<file path="src/rtl/tbird_lights_param.sv">
// ---------------------------------------------------------------------------
// tbird_lights_param
//
// Thunderbird-style tail-light sequencer with a configurable number of lamps
// per side. It produces sequential left/right turn patterns, hazard flashing
// and a brake override. An internal prescaler sets the animation rate.
//
// Parameters
//   LAMPS  lamps per side (>= 1); bit 0 is the innermost lamp
//   DIV    clock cycles per animation step (>= 1); 1 = step every cycle
//
// Ports
//   clk     in   rising-edge clock
//   reset   in   synchronous, active-low reset
//   left    in   left-turn request (level)
//   right   in   right-turn request (level)
//   hazard  in   hazard request (level)
//   brake   in   brake pedal (level); reaches the lamps combinationally
//   lamp_l  out  left lamps, bit 0 innermost
//   lamp_r  out  right lamps, bit 0 innermost
//   busy    out  high whenever the sequencer is not idle
// ---------------------------------------------------------------------------
module tbird_lights_param #(
  parameter int LAMPS = 3,
  parameter int DIV   = 1
) (
  input  logic             clk,
  input  logic             reset,
  input  logic             left,
  input  logic             right,
  input  logic             hazard,
  input  logic             brake,
  output logic [LAMPS-1:0] lamp_l,
  output logic [LAMPS-1:0] lamp_r,
  output logic             busy
);

  localparam int KW = $clog2(LAMPS + 1);
  localparam int PW = (DIV > 1) ? $clog2(DIV) : 1;

  typedef enum logic [1:0] {
    IDLE  = 2'd0,
    LEFT  = 2'd1,
    RIGHT = 2'd2,
    HAZ   = 2'd3
  } state_t;

  state_t          state_r, state_n_s;
  logic [KW-1:0]   k_r, k_n_s;
  logic            phase_r, phase_n_s;
  logic [PW-1:0]   pre_r;
  logic            step_s;
  logic            haz_req_s;

  // Lowest k bits set: the turn pattern shown at step k of a sequence.
  function automatic logic [LAMPS-1:0] pattern(input logic [KW-1:0] k);
    logic [LAMPS-1:0] p;
    p = '0;
    for (int i = 0; i < LAMPS; i++) begin
      p[i] = (KW'(i) < k);
    end
    return p;
  endfunction

  assign step_s    = (pre_r == PW'(DIV - 1));
  // Both turn requests at once are treated exactly like a hazard request.
  assign haz_req_s = hazard | (left & right);

  // Prescaler: counts 0..DIV-1 and wraps; the wrap cycle is the step cycle.
  always_ff @(posedge clk) begin
    if (!reset) begin
      pre_r <= '0;
    end else if (step_s) begin
      pre_r <= '0;
    end else begin
      pre_r <= pre_r + PW'(1);
    end
  end

  // State, step counter and hazard phase registers.
  always_ff @(posedge clk) begin
    if (!reset) begin
      state_r <= IDLE;
      k_r     <= '0;
      phase_r <= 1'b0;
    end else begin
      state_r <= state_n_s;
      k_r     <= k_n_s;
      phase_r <= phase_n_s;
    end
  end

  // Next-state logic; inputs only matter on step cycles.
  always_comb begin
    state_n_s = state_r;
    k_n_s     = k_r;
    phase_n_s = phase_r;
    if (step_s) begin
      case (state_r)
        IDLE: begin
          if (haz_req_s) begin
            state_n_s = HAZ;
            phase_n_s = 1'b1;
          end else if (left) begin
            state_n_s = LEFT;
            k_n_s     = KW'(1);
          end else if (right) begin
            state_n_s = RIGHT;
            k_n_s     = KW'(1);
          end else begin
            state_n_s = IDLE;
          end
        end
        LEFT, RIGHT: begin
          // A running sequence ignores release and the opposite side;
          // only a hazard aborts it.
          if (haz_req_s) begin
            state_n_s = HAZ;
            phase_n_s = 1'b1;
            k_n_s     = '0;
          end else if (k_r < KW'(LAMPS)) begin
            k_n_s = k_r + KW'(1);
          end else begin
            state_n_s = IDLE;
            k_n_s     = '0;
          end
        end
        HAZ: begin
          if (haz_req_s) begin
            phase_n_s = ~phase_r;
          end else begin
            state_n_s = IDLE;
            phase_n_s = 1'b0;
          end
        end
        default: begin
          state_n_s = IDLE;
          k_n_s     = '0;
          phase_n_s = 1'b0;
        end
      endcase
    end else begin
      state_n_s = state_r;
    end
  end

  // Lamp decode from state; brake overrides the non-animated side(s)
  // without a register, but never touches the hazard flash.
  always_comb begin
    lamp_l = '0;
    lamp_r = '0;
    case (state_r)
      IDLE: begin
        lamp_l = brake ? '1 : '0;
        lamp_r = brake ? '1 : '0;
      end
      LEFT: begin
        lamp_l = pattern(k_r);
        lamp_r = brake ? '1 : '0;
      end
      RIGHT: begin
        lamp_l = brake ? '1 : '0;
        lamp_r = pattern(k_r);
      end
      HAZ: begin
        lamp_l = phase_r ? '1 : '0;
        lamp_r = phase_r ? '1 : '0;
      end
      default: begin
        lamp_l = '0;
        lamp_r = '0;
      end
    endcase
  end

  assign busy = (state_r != IDLE);

endmodule

</file>
<file path="config.mk">
export PLATFORM = sky130hd
export DESIGN_NAME = tbird_lights_param
export DESIGN_NICKNAME = d
export VERILOG_FILES = /design/src/rtl/tbird_lights_param.sv
export SDC_FILE = /design/constraint.sdc
export NUM_CORES = 1
export LEC_CHECK = 0
export ABC_AREA = 1
export ABC_CLOCK_PERIOD_IN_PS = 2000
export CAP_MARGIN = 5
export CORE_MARGIN = 8
export CORE_UTILIZATION = 40
export DETAILED_ROUTE_END_ITERATION = 8
export PLACE_DENSITY = 0.67
export SLEW_MARGIN = 25
export SYNTH_ARGS = -nofsm -noshare
export SYNTH_HDL_FRONTEND = slang
export SYNTH_SLANG_ARGS = --single-unit
</file>
<file path="constraint.sdc">
create_clock -name clk -period 2 [get_ports clk]
set_clock_uncertainty 0.15 [all_clocks]
set_input_delay 0.4 -clock clk [delete_from_list [all_inputs] [get_ports clk]]
set_output_delay 0.4 -clock clk [all_outputs]
set_load 0.005 [all_outputs]
</file>
### Cell classes on the final placement

Drawn at 8 px/um. Fill, decap, tap and diode cells in gray.
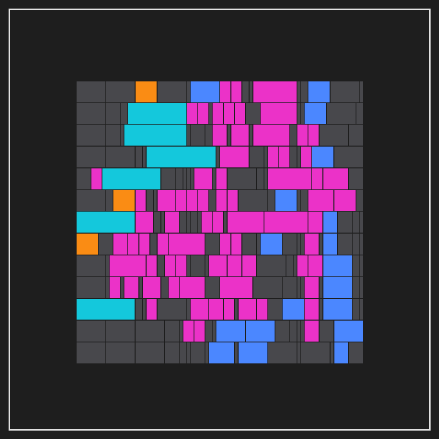
orange -> cells driving clock nets  # cells 3
blue -> other buffers and delay cells  # cells 18
cyan -> flops  # cells 6
magenta -> all other logic  # cells 74

### Signal wires on met2

Drawn at 8 px/um.
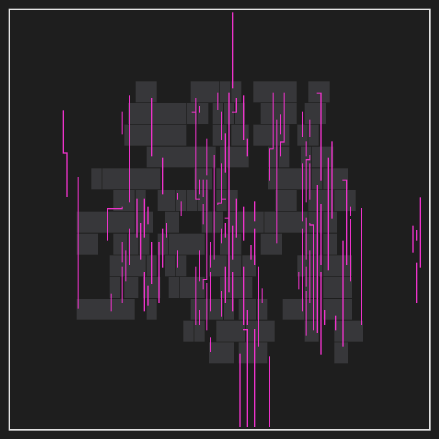
nets with wire on the layer = 88
longest straight run = 24.8 um
main direction = vertical
share of all routed wire = 51%
wire length on this layer = 611 um

### I/O pins on the die edge

Drawn at 6 px/um. Pins as bars across the die edge, other pins in gray.
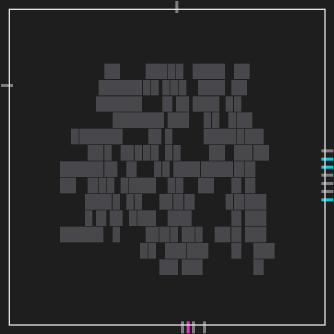
cyan -> lamp_r  # pins 3, direction output, edge right
magenta -> left  # pins 1, direction input, edge bottom
all pins by edge = 7 right, 4 bottom, 1 left, 1 top

### Routed clock nets over the placement

Drawn at 12 px/um.
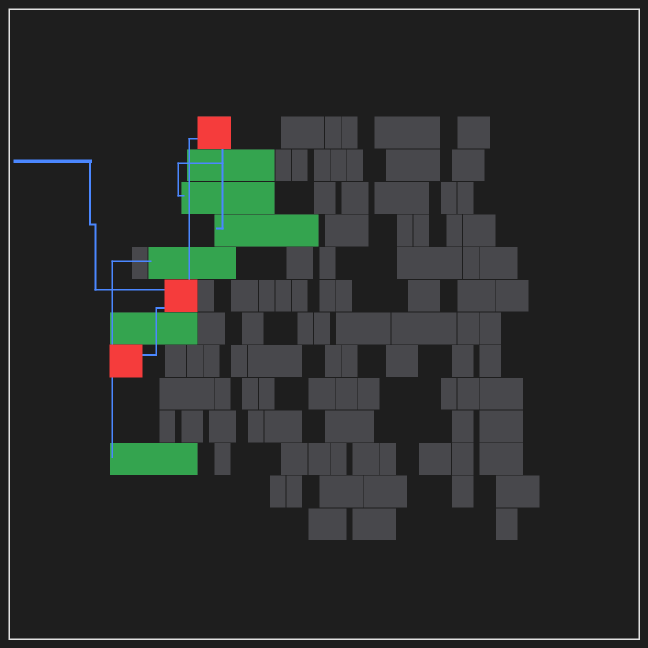
red -> cells driving clock nets  # count 3
blue -> clock wires  # length 82.5 um
green -> flip-flops  # count 6
routed clock nets = 4

==> ci_impl_report.md <==
### Yosys + OpenROAD results

| Metric | Value |
|---|---|
| Hold Crit Endpoint | `k_r[1]$_SDFFE_PN0P_` |
| Final setup fails | `0` |
| YS chip area | `529 um^2` |
| Hold Crit Depth | `2` |
| Most Crowded Layer GR | `met2` |
| Nets@finish | `117` |
| Fin. max-slew vios | `0` |
| Worst min path class | `reg -> reg` |
| Clk buf depth | `2` |
| DRT met1 WL | `544 um` |
| Max_cap viols | `0` |
| Placed Area | `706 um^2` |
| Avg Cell Area, Syn | `6.62 um^2` |
| CTS tree | `built` |
| R2r setup slk | `0.44 ns` |
| Period utilisation layout | `95.1%` |
| Combinational gate count | `62` |
| Root Driver | `clkbuf_4` |
| Vias in the first global route | `511` |
| Logic inverters | `12` |
| Highest clock rate | `0.525 GHz` |
| CP arrival | `1.35 ns` |
| Largest area class, layout | `multi-input combinational cells` |
| Met2 wire length | `611 um` |
| Max Used Layer | `met3` |
| # fillers | `127` |
| Met1 usage | `9.44%` |
| Status | `finished, final reports clean` |
| Port bufs | `12` |
| Synth top area share | `22.7%` |
| HPWL after detailed placement | `1050 um` |
[kinds of logic (layout without fill, tap and decap cells)]
family          Yosys count  after routing  share of synthesized area, %
buf+inv                  12             33                          8.51
other cells               1              1                         0.709
flops                     6              6                          22.7
fa+ha+maj                 8              8                          18.9
compound gates           16             16                          16.3
simple gates             37             37                          32.9
[through the flow]
| stage | util, % | power [mW] | worst slack (ns) | hold slack, ns |
|---|---|---|---|---|
| 2_1_floorplan | - | 0.277 | 0.338 | 0.327 |
| 3_3_place_gp | 55.6 | 0.389 | -0.200 | 0.352 |
| 3_5_place_dp | 55.6 | 0.392 | -0.276 | 0.363 |
| 4_1_cts | 58.4 | 0.498 | -0.0192 | 0.374 |
| 5_1_grt | 58.3 | 0.535 | 0.00350 | 0.399 |
| 6_report | 58.3 | 0.487 | 0.0970 | 0.369 |
[synth_stat cells]
| library cell | n |
|---|---|
| inv_2 | 1 |
| a21oi_1 | 2 |
| o21ai_0 | 9 |
| nand4_1 | 1 |
| o21a_1 | 1 |
| nand2_1 | 17 |
| o21ai_1 | 3 |
| nand3_2 | 1 |
| nor2_2 | 3 |
| a21oi_2 | 1 |
| dfxtp_1 | 6 |
| nor2_1 | 9 |
| conb_1 | 1 |
| nand2_2 | 4 |
| inv_1 | 11 |
| nand3_1 | 1 |
| ha_1 | 8 |
| nand2_4 | 1 |
[sequential cells by signal (all words and copies together), names as in the netlist]
register  cells
pre_r         1
k_r           2
phase_r       1
state_r       2
[power by group]
part / internal [mW] / leakage [nW] / switching, mW
registers: 0.136 / 0.0507 / 0.0122
clock network: 0.0674 / 0.0138 / 0.0361
logic: 0.112 / 0.304 / 0.123
total: 0.315 / 0.369 / 0.172
[worst min-delay path, stage by stage, from the launching register on]
cell and delay, ns:
dfxtp_1 0.35, a21oi_1 0.05, nor2_1 0.09
Power and IR drop assume default switching activity.
